**src/rtl/lsu_pkg.sv**
```systemverilog
// Shared encodings for the data-memory load/store unit: access sizes, FSM
// states and byte-lane helpers.
package lsu_pkg;

  localparam logic [1:0] SZ_BYTE = 2'b00;
  localparam logic [1:0] SZ_HALF = 2'b01;
  localparam logic [1:0] SZ_WORD = 2'b10;

  localparam int BYTE_W = 8;
  localparam int HALF_W = 16;

  typedef enum logic [1:0] {
    IDLE      = 2'd0,
    LOAD_WAIT = 2'd1,
    RMW_MERGE = 2'd2,
    RESP      = 2'd3
  } lsu_state_e;

  // Size 11 is an alias of a full word.
  function automatic logic is_word(input logic [1:0] size);
    return size[1];
  endfunction

  function automatic logic [4:0] byte_lsb(input logic [1:0] off);
    return {off, 3'b000};
  endfunction

  function automatic logic [4:0] half_lsb(input logic [1:0] off);
    return {off[1], 4'b0000};
  endfunction

  function automatic logic is_misaligned(input logic [1:0] size, input logic [1:0] off);
    return (size == SZ_HALF && off[0]) || (is_word(size) && off != 2'b00);
  endfunction

endpackage

```
**src/rtl/lsu_lane_align.sv**
```systemverilog
// Combinational lane steering: load extract/extend and subword store merge.
module lsu_lane_align
  import lsu_pkg::*;
(
  input  logic [1:0]  size,
  input  logic        is_signed,
  input  logic [1:0]  offset,
  input  logic [31:0] mem_word,
  input  logic [15:0] store_data,
  output logic [31:0] load_result,
  output logic [31:0] store_merged
);

  logic [31:0] byte_lane;
  logic [31:0] half_lane;

  always_comb begin
    byte_lane = mem_word >> byte_lsb(offset);
    half_lane = mem_word >> half_lsb(offset);
    load_result = mem_word;
    store_merged = mem_word;
    case (size)
      SZ_BYTE: begin
        load_result = {{24{is_signed & byte_lane[7]}}, byte_lane[7:0]};
        store_merged[byte_lsb(offset) +: BYTE_W] = store_data[7:0];
      end
      SZ_HALF: begin
        load_result = {{16{is_signed & half_lane[15]}}, half_lane[15:0]};
        store_merged[half_lsb(offset) +: HALF_W] = store_data;
      end
      default: ;
    endcase
  end

endmodule

```
**src/rtl/dmem_lsu.sv**
```systemverilog
// Load/store unit in front of a word-wide, byte-enable-less data memory.
// Define DMEM_ALIGN_CHECK_EN to reject misaligned halves/words with resp_err.
module dmem_lsu
  import lsu_pkg::*;
#(
  parameter int ADDR_W = 14
) (
  input  logic              clk,
  input  logic              rst,
  input  logic              req_valid,
  output logic              req_ready,
  input  logic              req_we,
  input  logic [1:0]        req_size,
  input  logic              req_signed,
  input  logic [31:0]       req_addr,
  input  logic [31:0]       req_wdata,
  output logic              resp_valid,
  output logic [31:0]       resp_rdata,
  output logic              resp_err,
  output logic              mem_en,
  output logic              mem_we,
  output logic [ADDR_W-1:0] mem_addr,
  output logic [31:0]       mem_wdata,
  input  logic [31:0]       mem_rdata
);

  lsu_state_e state, state_next;

  logic              accept;
  logic              req_mis;
  logic [ADDR_W-1:0] req_waddr;
  logic              unused_addr_hi;

  logic [1:0]        cap_size;
  logic              cap_signed;
  logic [1:0]        cap_off;
  logic [ADDR_W-1:0] cap_waddr;
  logic [15:0]       cap_wdata;

  logic [31:0]       load_result;
  logic [31:0]       store_merged;

  assign req_waddr      = req_addr[ADDR_W+1:2];
  assign unused_addr_hi = ^req_addr[31:ADDR_W+2];
  assign accept         = req_valid && req_ready;

`ifdef DMEM_ALIGN_CHECK_EN
  assign req_mis = is_misaligned(req_size, req_addr[1:0]);
`else
  assign req_mis = 1'b0;
`endif

  always_ff @(posedge clk) begin
    if (rst) state <= IDLE;
    else     state <= state_next;
  end

  always_comb begin
    state_next = state;
    case (state)
      IDLE: begin
        if (accept) begin
          if (req_mis)                           state_next = RESP;
          else if (req_we && is_word(req_size))  state_next = RESP;
          else if (req_we)                       state_next = RMW_MERGE;
          else                                   state_next = LOAD_WAIT;
        end
      end
      LOAD_WAIT: state_next = RESP;
      RMW_MERGE: state_next = RESP;
      default:   state_next = IDLE;
    endcase
  end

  // Accept cycle steers the memory straight from the request; later states use captured fields.
  always_comb begin
    req_ready  = (state == IDLE) && !rst;
    resp_valid = (state == RESP);
    mem_en     = 1'b0;
    mem_we     = 1'b0;
    mem_addr   = cap_waddr;
    mem_wdata  = '0;
    case (state)
      IDLE: begin
        mem_addr = req_waddr;
        if (accept && !req_mis) begin
          if (req_we && is_word(req_size)) begin
            mem_we    = 1'b1;
            mem_wdata = req_wdata;
          end else begin
            mem_en = 1'b1;
          end
        end
      end
      RMW_MERGE: begin
        mem_we    = 1'b1;
        mem_wdata = store_merged;
      end
      default: ;
    endcase
    if (rst) begin
      mem_en = 1'b0;
      mem_we = 1'b0;
    end
  end

  always_ff @(posedge clk) begin
    if (accept) begin
      cap_size   <= req_size;
      cap_signed <= req_signed;
      cap_off    <= req_addr[1:0];
      cap_waddr  <= req_waddr;
      cap_wdata  <= req_wdata[15:0];
    end
  end

  always_ff @(posedge clk) begin
    if (rst)                     resp_rdata <= '0;
    else if (accept)             resp_rdata <= '0;
    else if (state == LOAD_WAIT) resp_rdata <= load_result;
  end

`ifdef DMEM_ALIGN_CHECK_EN
  logic resp_err_q;
  always_ff @(posedge clk) begin
    if (rst)         resp_err_q <= 1'b0;
    else if (accept) resp_err_q <= req_mis;
  end
  assign resp_err = resp_err_q;
`else
  assign resp_err = 1'b0;
`endif

  lsu_lane_align u_align (
    .size         (cap_size),
    .is_signed    (cap_signed),
    .offset       (cap_off),
    .mem_word     (mem_rdata),
    .store_data   (cap_wdata),
    .load_result  (load_result),
    .store_merged (store_merged)
  );

endmodule

```
**config.mk**
```make
export PLATFORM = sky130hd
export DESIGN_NAME = dmem_lsu
export DESIGN_NICKNAME = d
export VERILOG_FILES = /design/src/rtl/lsu_pkg.sv /design/src/rtl/lsu_lane_align.sv /design/src/rtl/dmem_lsu.sv
export SDC_FILE = /design/constraint.sdc
export NUM_CORES = 1
export LEC_CHECK = 0
export ABC_CLOCK_PERIOD_IN_PS = 4990
export CAP_MARGIN = 20
export CORE_MARGIN = 10
export CORE_UTILIZATION = 49
export DETAILED_ROUTE_END_ITERATION = 8
export PLACE_DENSITY = 0.95
export SYNTH_ARGS = -nofsm -noshare
export SYNTH_HDL_FRONTEND = slang
export SYNTH_HIERARCHICAL = 1
export SYNTH_SLANG_ARGS = --single-unit
export TNS_END_PERCENT = 30
```
**constraint.sdc**
```tcl
create_clock -name clk -period 4.99 [get_ports clk]
set_input_delay 0.499 -clock clk [delete_from_list [all_inputs] [get_ports clk]]
set_output_delay 0.499 -clock clk [all_outputs]
set_load 0.02 [all_outputs]
```
Fig. 1: run 1, the metal 2 layer
Drawn at 4 px/micron. Cells faint in the background.
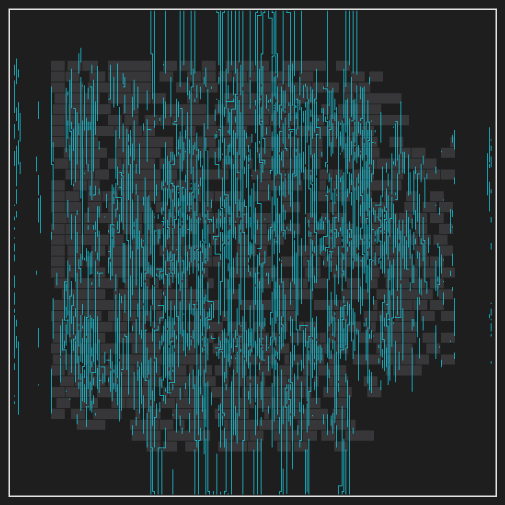
wire length on this layer: 8450 microns
share of all routed wire: 46%
nets with wire on the layer: 676
main direction: vertical
Final Routed Wirelength: 18200 microns
Vias: 5135

Fig. 2: run 1, cell classes on the final placement
Drawn at 3 px/micron. Fill, decap, tap and diode cells in gray.
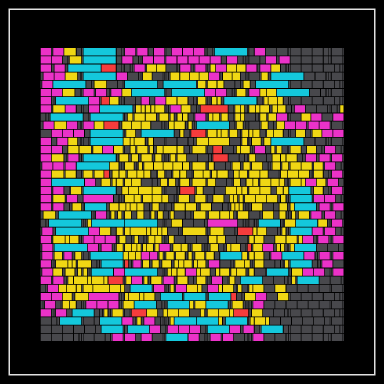
| class | color | cells | share of their area |
|---|---|---|---|
| clock drivers and dummy loads | red | 16 | 2.7% |
| combinational and other logic | yellow | 405 | 44% |
| other buffers and delay cells | magenta | 176 | 27% |
| flops | cyan | 69 | 26% |
Core Area: 9910 sq um
final instance area: 6830 sq um
Final Util: 69.0%

==> impl_metrics.env, run 1 <==
# source this file to load flow results
export IMPL_met1_usage_pct=28.6
export IMPL_die_width_microns=121
export IMPL_top_power_group="combinational logic"
export IMPL_hp_start="resp_rdata[24]"
export IMPL_n_antenna_cell=0
export IMPL_cp_end_kind="primary output"
export IMPL_first_pass_iters=6
export IMPL_drive_gt1_share_pct=8.41
export IMPL_setup_viol=0
export IMPL_comb_area_sq_um=2930
export IMPL_top_area_share_pct=20.9
export IMPL_nClkBuffers=13
export IMPL_async_reset_ff_share_pct=0
export IMPL_final_common_cell="clkdlybuf4s50_1"
export IMPL_routed_wl_met2_microns=8450
export IMPL_switching_share_pct=39.2
export IMPL_use_met2_pct=38.3
export IMPL_tool_warnings=49
export IMPL_crit_path_top_delay_cell="clkdlybuf4s50_1"
export IMPL_multi_input_comb_cells=398
export IMPL_comb_area_share_pct=42.8
export IMPL_p_sw_mw=0.986
export IMPL_ys_cells=531
export IMPL_cp_start_kind="flip-flop"
export IMPL_synth_edff_count=35
export IMPL_powerSeq_mw=0.749
export IMPL_reg2reg_depth=6
export IMPL_synthAoiAreaFrac_pct=27.1
export IMPL_cts_root_buf="clkbuf_8"
export IMPL_met1_length_microns=7190
export IMPL_p_int_mw=1.53
export IMPL_crit_chain="buf_4 > ha_1 > nor2b_1 > a41oi_1 > o221ai_1 > a22o_1 > clkdlybuf4s50_1"
export IMPL_ant_nets=0
export IMPL_ys_top_logic_family="AND-OR/OR-AND gates"
export IMPL_hold_path_class="reg -> reg"
export IMPL_taps=133
export IMPL_io_buffers=168
export IMPL_regMostFlops="resp_rdata"
export IMPL_path_clk_slew_ps=70
export IMPL_synth_area_leader_cell="edfxtp_1"
export IMPL_antenna_found_initial=0
export IMPL_reg2reg_to="resp_rdata[8]"
export IMPL_grt_pass1_wl_microns=28400
export IMPL_setup_ws_ps=878
export IMPL_critPathMaxStageDelay_ps=600
export IMPL_comb_power_mw=1.33
export IMPL_tightest_slew_ps=974
export IMPL_regArea_sq_um=1730
export IMPL_synth_seq_share_pct=34.4
export IMPL_rsz0062_at_grt="no"
export IMPL_synth_top_cells_by_area="edfxtp_1 (21%), dfxtp_1 (14%), mux2i_1 (7.8%), a22o_1 (5.0%), a221o_1 (4.6%)"
export IMPL_synthFlopType="edfxtp_1"
export IMPL_mux_share_pct=11.4
export IMPL_rows=36
export IMPL_synth_distinct_cells=51
export IMPL_avgSynthCellArea_sq_um=9.48
export IMPL_total_power_mw=2.51
export IMPL_area_growth_pct=35.7
export IMPL_final_cells=799
export IMPL_layout_nets=773
export IMPL_hold_path_depth=2
export IMPL_largest_reg_flops=32
export IMPL_syn_inst=531
export IMPL_numClockSinks=69
export IMPL_yosys_area_share_adder_pct=2.24
export IMPL_clk_share_pct=2.67
export IMPL_grt_usage_pct=24.1
export IMPL_fmax_ghz=0.243
export IMPL_pwr_share_comb_pct=52.9
export IMPL_crit_start="cap_off[1]"
export IMPL_top_regs="resp_rdata: 32 flops, cap_wdata: 16 flops, cap_waddr: 14 flops"
export IMPL_place_congestion=0.936
export IMPL_worstReg2RegStart="cap_off[1]"
export IMPL_fp_utilization_pct=50.8
export IMPL_cts_tree="done"
export IMPL_syn_area_sq_um=5030
export IMPL_required_ps=4490
export IMPL_holdWs_ps=498
export IMPL_final_nonclk_buf_share_pct=26.4
export IMPL_outcome="completed"
export IMPL_ys_chip_area_sq_um=5030
export IMPL_grt_overflow_total=0
export IMPL_seq_power_share_pct=29.8
export IMPL_grt_max_degree=78
export IMPL_place_ws_ps=1310
export IMPL_p_per_area_nw_per_um2=368
export IMPL_die_h_microns=121
export IMPL_synthSimpleGateAreaFrac_pct=17.2
export IMPL_placed_cells=779
export IMPL_buffers=176
export IMPL_grt_busiest_layer="met2"
export IMPL_ys_warn_count=6
export IMPL_largest_cell_class="logic gates"
Fig. 3: run 1, clock distribution
Drawn at 4 px/micron.
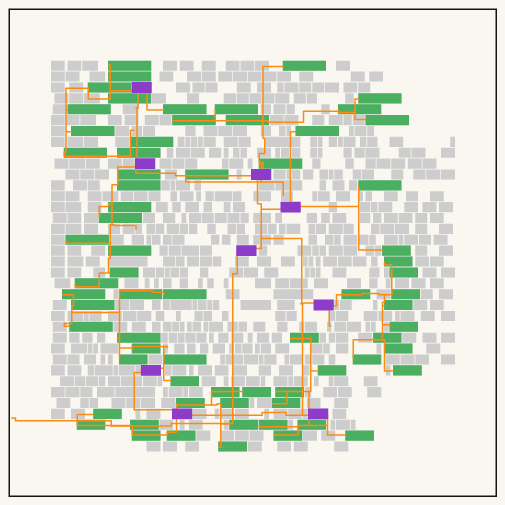
[flip-flops] green | count: 69
[clock drivers] purple | count: 9
[clock wires] orange | length: 971 microns
flops lie: all over the die
Clk. pwr: 0.434 mW
Clock Power Share: 17.3%
clock latency on the worst-skew pair: 350 ps

==> run 2: changes to the inputs <==
Settings changed: ABC_CLOCK_PERIOD_IN_PS 4990 to 4000, CORE_UTILIZATION 49 to 46, PLACE_DENSITY 0.95 to 0.93.
Clock period 4.99 ns to 4 ns, I/O delays scaled along.
Fig. 4: run 2, clock distribution
Drawn at 4 px/micron.
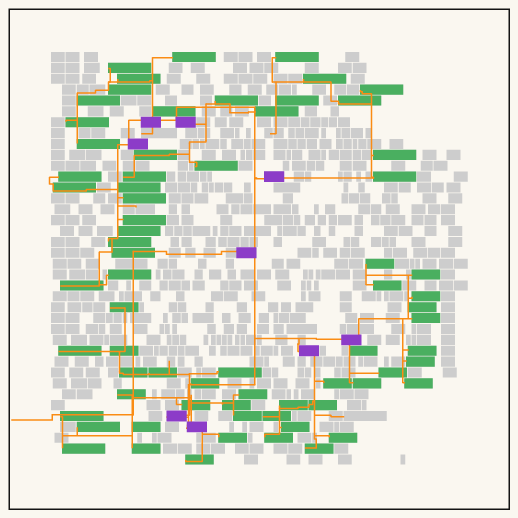
[clock wires] orange | length: 945 microns
[clock drivers] purple | count: 9
[flip-flops] green | count: 69
flops lie: all over the die

==> run 2 against run 1 <==
Non-clock buffer count rose by 3. Final area hardly changed. Synthesized cell count unchanged. Critical endpoint is now mem_wdata[29]. Sequential power increased by 25%. Area after synthesis stayed put. Clock skew grew 2.3 ps. Power is 27% higher. Routed wire length increased by 0.95%. Worst hold slack better by 1.5 ps.
==> impl_metrics.env, run 2 <==
# source this file to load flow results
export IMPL_outcome="completed"
export IMPL_total_power_mw=3.19
export IMPL_synth_distinct_cells=51
export IMPL_core_area_sq_um=10800
export IMPL_async_reset_ff_share_pct=0
export IMPL_pg_clk_mw=0.628
export IMPL_final_nonclk_buf_share_pct=25.8
export IMPL_cts_setup_buffers=0
export IMPL_yosys_area_share_adder_pct=2.24
export IMPL_rsz0062_at_grt="no"
export IMPL_synth_top_cells_by_area="edfxtp_1 (21%), dfxtp_1 (14%), mux2i_1 (7.8%), a22o_1 (5.0%), a221o_1 (4.6%)"
export IMPL_grt_overflow_total=0
export IMPL_crit_fanout=10
export IMPL_cts_root_buf="clkbuf_8"
export IMPL_top_power_group="combinational logic"
export IMPL_clk_share_pct=3.18
export IMPL_fmax_ghz=0.267
export IMPL_final_setup_skew_ps=7.63
export IMPL_regArea_sq_um=1730
export IMPL_final_area_sq_um=6840
export IMPL_ys_chip_area_sq_um=5030
export IMPL_clockPowerShare_pct=19.7
export IMPL_reg2reg_slack_ps=1520
export IMPL_powerSeq_mw=0.936
export IMPL_reg2reg_to="resp_rdata[9]"
export IMPL_hp_start="resp_rdata[8]"
export IMPL_num_nonclk_inverters=7
export IMPL_pwr_share_comb_pct=51.0
export IMPL_tool_warnings=49
export IMPL_final_cells=809
export IMPL_antenna_found_initial=0
export IMPL_ys_top_logic_family="AND-OR/OR-AND gates"
export IMPL_comb_power_mw=1.63
export IMPL_first_pass_iters=6
export IMPL_fp_utilization_pct=46.6
export IMPL_syn_area_sq_um=5030
export IMPL_ys_cells=531
export IMPL_cts_made_buffers=9
export IMPL_synth_area_leader_cell="edfxtp_1"
export IMPL_num_fill_cells=898
export IMPL_routed_wl_met2_microns=8640
export IMPL_die_width_microns=125
export IMPL_setup_ws_ps=253
export IMPL_required_ps=3600
export IMPL_largest_cell_class="logic gates"
export IMPL_finish_utilization_pct=63.4
export IMPL_critPathArrivalTime_ps=3350
export IMPL_rows=38
export IMPL_vias=5038
export IMPL_n_antenna_cell=0
export IMPL_met1_length_microns=7460
export IMPL_clock_latency_ps=350
export IMPL_grt_usage_pct=22.3
export IMPL_taps=140
export IMPL_use_met2_pct=35.9
export IMPL_placed_cells=793
export IMPL_ys_warn_count=6
export IMPL_io_buffers=168
export IMPL_flop_count=69
export IMPL_tightest_slew_ps=1060
export IMPL_drive_gt1_share_pct=8.97
export IMPL_crit_chain="inv_1 > ha_1 > nor2b_1 > a41oi_1 > o221ai_1 > a22o_1 > clkdlybuf4s50_1"
export IMPL_top_regs="resp_rdata: 32 flops, cap_wdata: 16 flops, cap_waddr: 14 flops"
export IMPL_xor_area_share_pct=0
export IMPL_critPathMaxStageDelay_ps=620
export IMPL_hold_path_depth=2
export IMPL_seq_power_share_pct=29.3
export IMPL_final_common_cell="clkdlybuf4s50_1"
export IMPL_crit_buf_inv=2
export IMPL_synth_edff_count=35
export IMPL_p_sw_mw=1.24
export IMPL_grt_max_degree=58
export IMPL_crit_path_top_delay_cell="clkdlybuf4s50_1"
export IMPL_p_per_area_nw_per_um2=467
export IMPL_reg2reg_depth=7
export IMPL_multi_input_comb_cells=398
export IMPL_die_h_microns=125
export IMPL_avgSynthCellArea_sq_um=9.48
export IMPL_mux_share_pct=11.4
export IMPL_place_congestion=0.960
export IMPL_nClkBuffers=12
export IMPL_comb_area_sq_um=2930
export IMPL_ant_nets=0
export IMPL_crit_start="cap_off[0]"
export IMPL_wl_microns=18400
export IMPL_period_used_pct=93.7
export IMPL_switching_share_pct=38.7
export IMPL_drc=0
export IMPL_synthSimpleGateAreaFrac_pct=17.2
export IMPL_area_growth_pct=35.9
export IMPL_numClockSinks=69
export IMPL_path_clk_slew_ps=80
export IMPL_top_area_share_pct=20.9
export IMPL_synthAoiAreaFrac_pct=27.1
export IMPL_die_area_sq_um=15500
export IMPL_grt_busiest_layer="met2"
export IMPL_cp_end_kind="primary output"
export IMPL_worstReg2RegStart="cap_size[1]"
export IMPL_comb_area_share_pct=42.8
export IMPL_cts_tree="done"
export IMPL_syn_inst=531
export IMPL_grt_pass1_wl_microns=28200
export IMPL_layout_nets=776
export IMPL_synth_seq_share_pct=34.4
export IMPL_p_int_mw=1.96
export IMPL_synthFlopType="edfxtp_1"
export IMPL_holdWs_ps=499
export IMPL_largest_reg_flops=32
export IMPL_buffers=179
export IMPL_ctsResizeCount=0
export IMPL_setup_viol=0
export IMPL_met1_usage_pct=26.5
export IMPL_drtIter0Drc=564
export IMPL_lay_top_cells="clkdlybuf4s50_1 (168), nor2_1 (42), mux2i_1 (39)"
export IMPL_place_ws_ps=664
export IMPL_regMostFlops="resp_rdata"
export IMPL_cp_start_kind="flip-flop"
export IMPL_hold_path_class="reg -> reg"
==> run 3: changes to the inputs <==
Settings changed: ABC_CLOCK_PERIOD_IN_PS 4000 to 3050, CORE_UTILIZATION 46 to 41, PLACE_DENSITY 0.93 to 0.88.
Clock period 4 ns to 3.05 ns, I/O delays scaled along.
Fig. 5: run 3, cell classes on the final placement
Drawn at 3 px/micron. Fill, decap, tap and diode cells in gray.
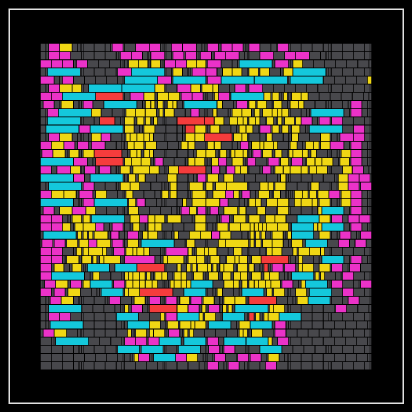
| class | color | cells | share of their area |
|---|---|---|---|
| other buffers and delay cells | magenta | 193 | 28% |
| combinational and other logic | yellow | 405 | 42% |
| flops | cyan | 69 | 25% |
| clock drivers and dummy loads | red | 16 | 4.6% |
Seq area share: 24.2%
final instance area: 7160 sq um
Final Util: 59.6%
Row Count: 40

==> run 3 against run 2 <==
Register-to-register slack worse by 1000 ps. Final area is 4.6% higher. Clock skew is 2.1 ps lower. Largest cell class unchanged. Highest routed layer unchanged. Combinational power rose by 34%. Critical path type unchanged. Die size is 10% higher. Core utilization down 3.8 points. Via count increased by 1.7%. Sequential power up about 30%. Clock power up 78%. Critical endpoint is now mem_wdata[20].
==> impl_metrics.env, run 3 <==
# source this file to load flow results
export IMPL_outcome="completed"
export IMPL_hold_path_class="reg -> reg"
export IMPL_die_width_microns=131
export IMPL_p_int_mw=2.85
export IMPL_regMostFlops="resp_rdata"
export IMPL_vias=5123
export IMPL_critPathArrivalTime_ps=2650
export IMPL_routed_wl_met2_microns=9290
export IMPL_grt_usage_pct=21.8
export IMPL_final_cells=830
export IMPL_n_antenna_cell=0
export IMPL_drtIter0Drc=686
export IMPL_p_per_area_nw_per_um2=633
export IMPL_multi_input_comb_cells=398
export IMPL_synthFlopType="edfxtp_1"
export IMPL_ys_top_logic_family="AND-OR/OR-AND gates"
export IMPL_tool_warnings=49
export IMPL_seq_power_share_pct=26.9
export IMPL_nClkBuffers=12
export IMPL_crit_start="cap_off[1]"
export IMPL_io_buffers=168
export IMPL_top_power_group="combinational logic"
export IMPL_mux_share_pct=11.4
export IMPL_ys_warn_count=6
export IMPL_crit_chain="buf_12 > ha_1 > and4_1 > a221o_1 > a22o_1 > clkdlybuf4s50_1"
export IMPL_setup_ws_ps=94.9
export IMPL_syn_inst=531
export IMPL_final_common_cell="clkdlybuf4s50_1"
export IMPL_use_met2_pct=36.9
export IMPL_core_area_sq_um=12000
export IMPL_comb_area_sq_um=2940
export IMPL_layout_nets=790
export IMPL_grt_max_degree=42
export IMPL_numClockSinks=69
export IMPL_total_power_mw=4.53
export IMPL_met1_usage_pct=25.0
export IMPL_synth_edff_count=35
export IMPL_grt_overflow_total=0
export IMPL_avgSynthCellArea_sq_um=9.48
export IMPL_synth_top_cells_by_area="edfxtp_1 (21%), dfxtp_1 (14%), mux2i_1 (7.8%), a22o_1 (5.0%), a221o_1 (4.6%)"
export IMPL_ant_nets=0
export IMPL_crit_buf_inv=2
export IMPL_die_area_sq_um=17100
export IMPL_reg2reg_depth=7
export IMPL_worstReg2RegStart="cap_off[1]"
export IMPL_pwr_share_comb_pct=48.3
export IMPL_top_area_share_pct=20.9
export IMPL_async_reset_ff_share_pct=0
export IMPL_cts_root_buf="clkbuf_16"
export IMPL_cp_start_kind="flip-flop"
export IMPL_path_clk_slew_ps=60
export IMPL_final_nonclk_buf_share_pct=27.3
export IMPL_clk_share_pct=4.48
export IMPL_cts_made_buffers=9
export IMPL_synth_distinct_cells=51
export IMPL_synthAoiAreaFrac_pct=27.1
export IMPL_lay_top_cells="clkdlybuf4s50_1 (143), nor2_1 (42), mux2i_1 (39)"
export IMPL_flop_count=69
export IMPL_crit_fanout=41
export IMPL_buffers=193
export IMPL_cts_tree="done"
export IMPL_final_setup_skew_ps=5.50
export IMPL_synth_seq_share_pct=34.4
export IMPL_placed_cells=809
export IMPL_critPathMaxStageDelay_ps=540
export IMPL_antenna_found_initial=0
export IMPL_cp_end_kind="primary output"
export IMPL_fp_utilization_pct=41.9
export IMPL_clock_latency_ps=340
export IMPL_taps=147
export IMPL_tightest_slew_ps=1110
export IMPL_drc=0
export IMPL_cts_setup_buffers=4
export IMPL_hp_start="resp_rdata[30]"
export IMPL_die_h_microns=131
export IMPL_clockPowerShare_pct=24.8
export IMPL_holdWs_ps=498
export IMPL_crit_path_top_delay_cell="clkdlybuf4s50_1"
export IMPL_switching_share_pct=37.0
Power is estimated from default activity; no workload was simulated.
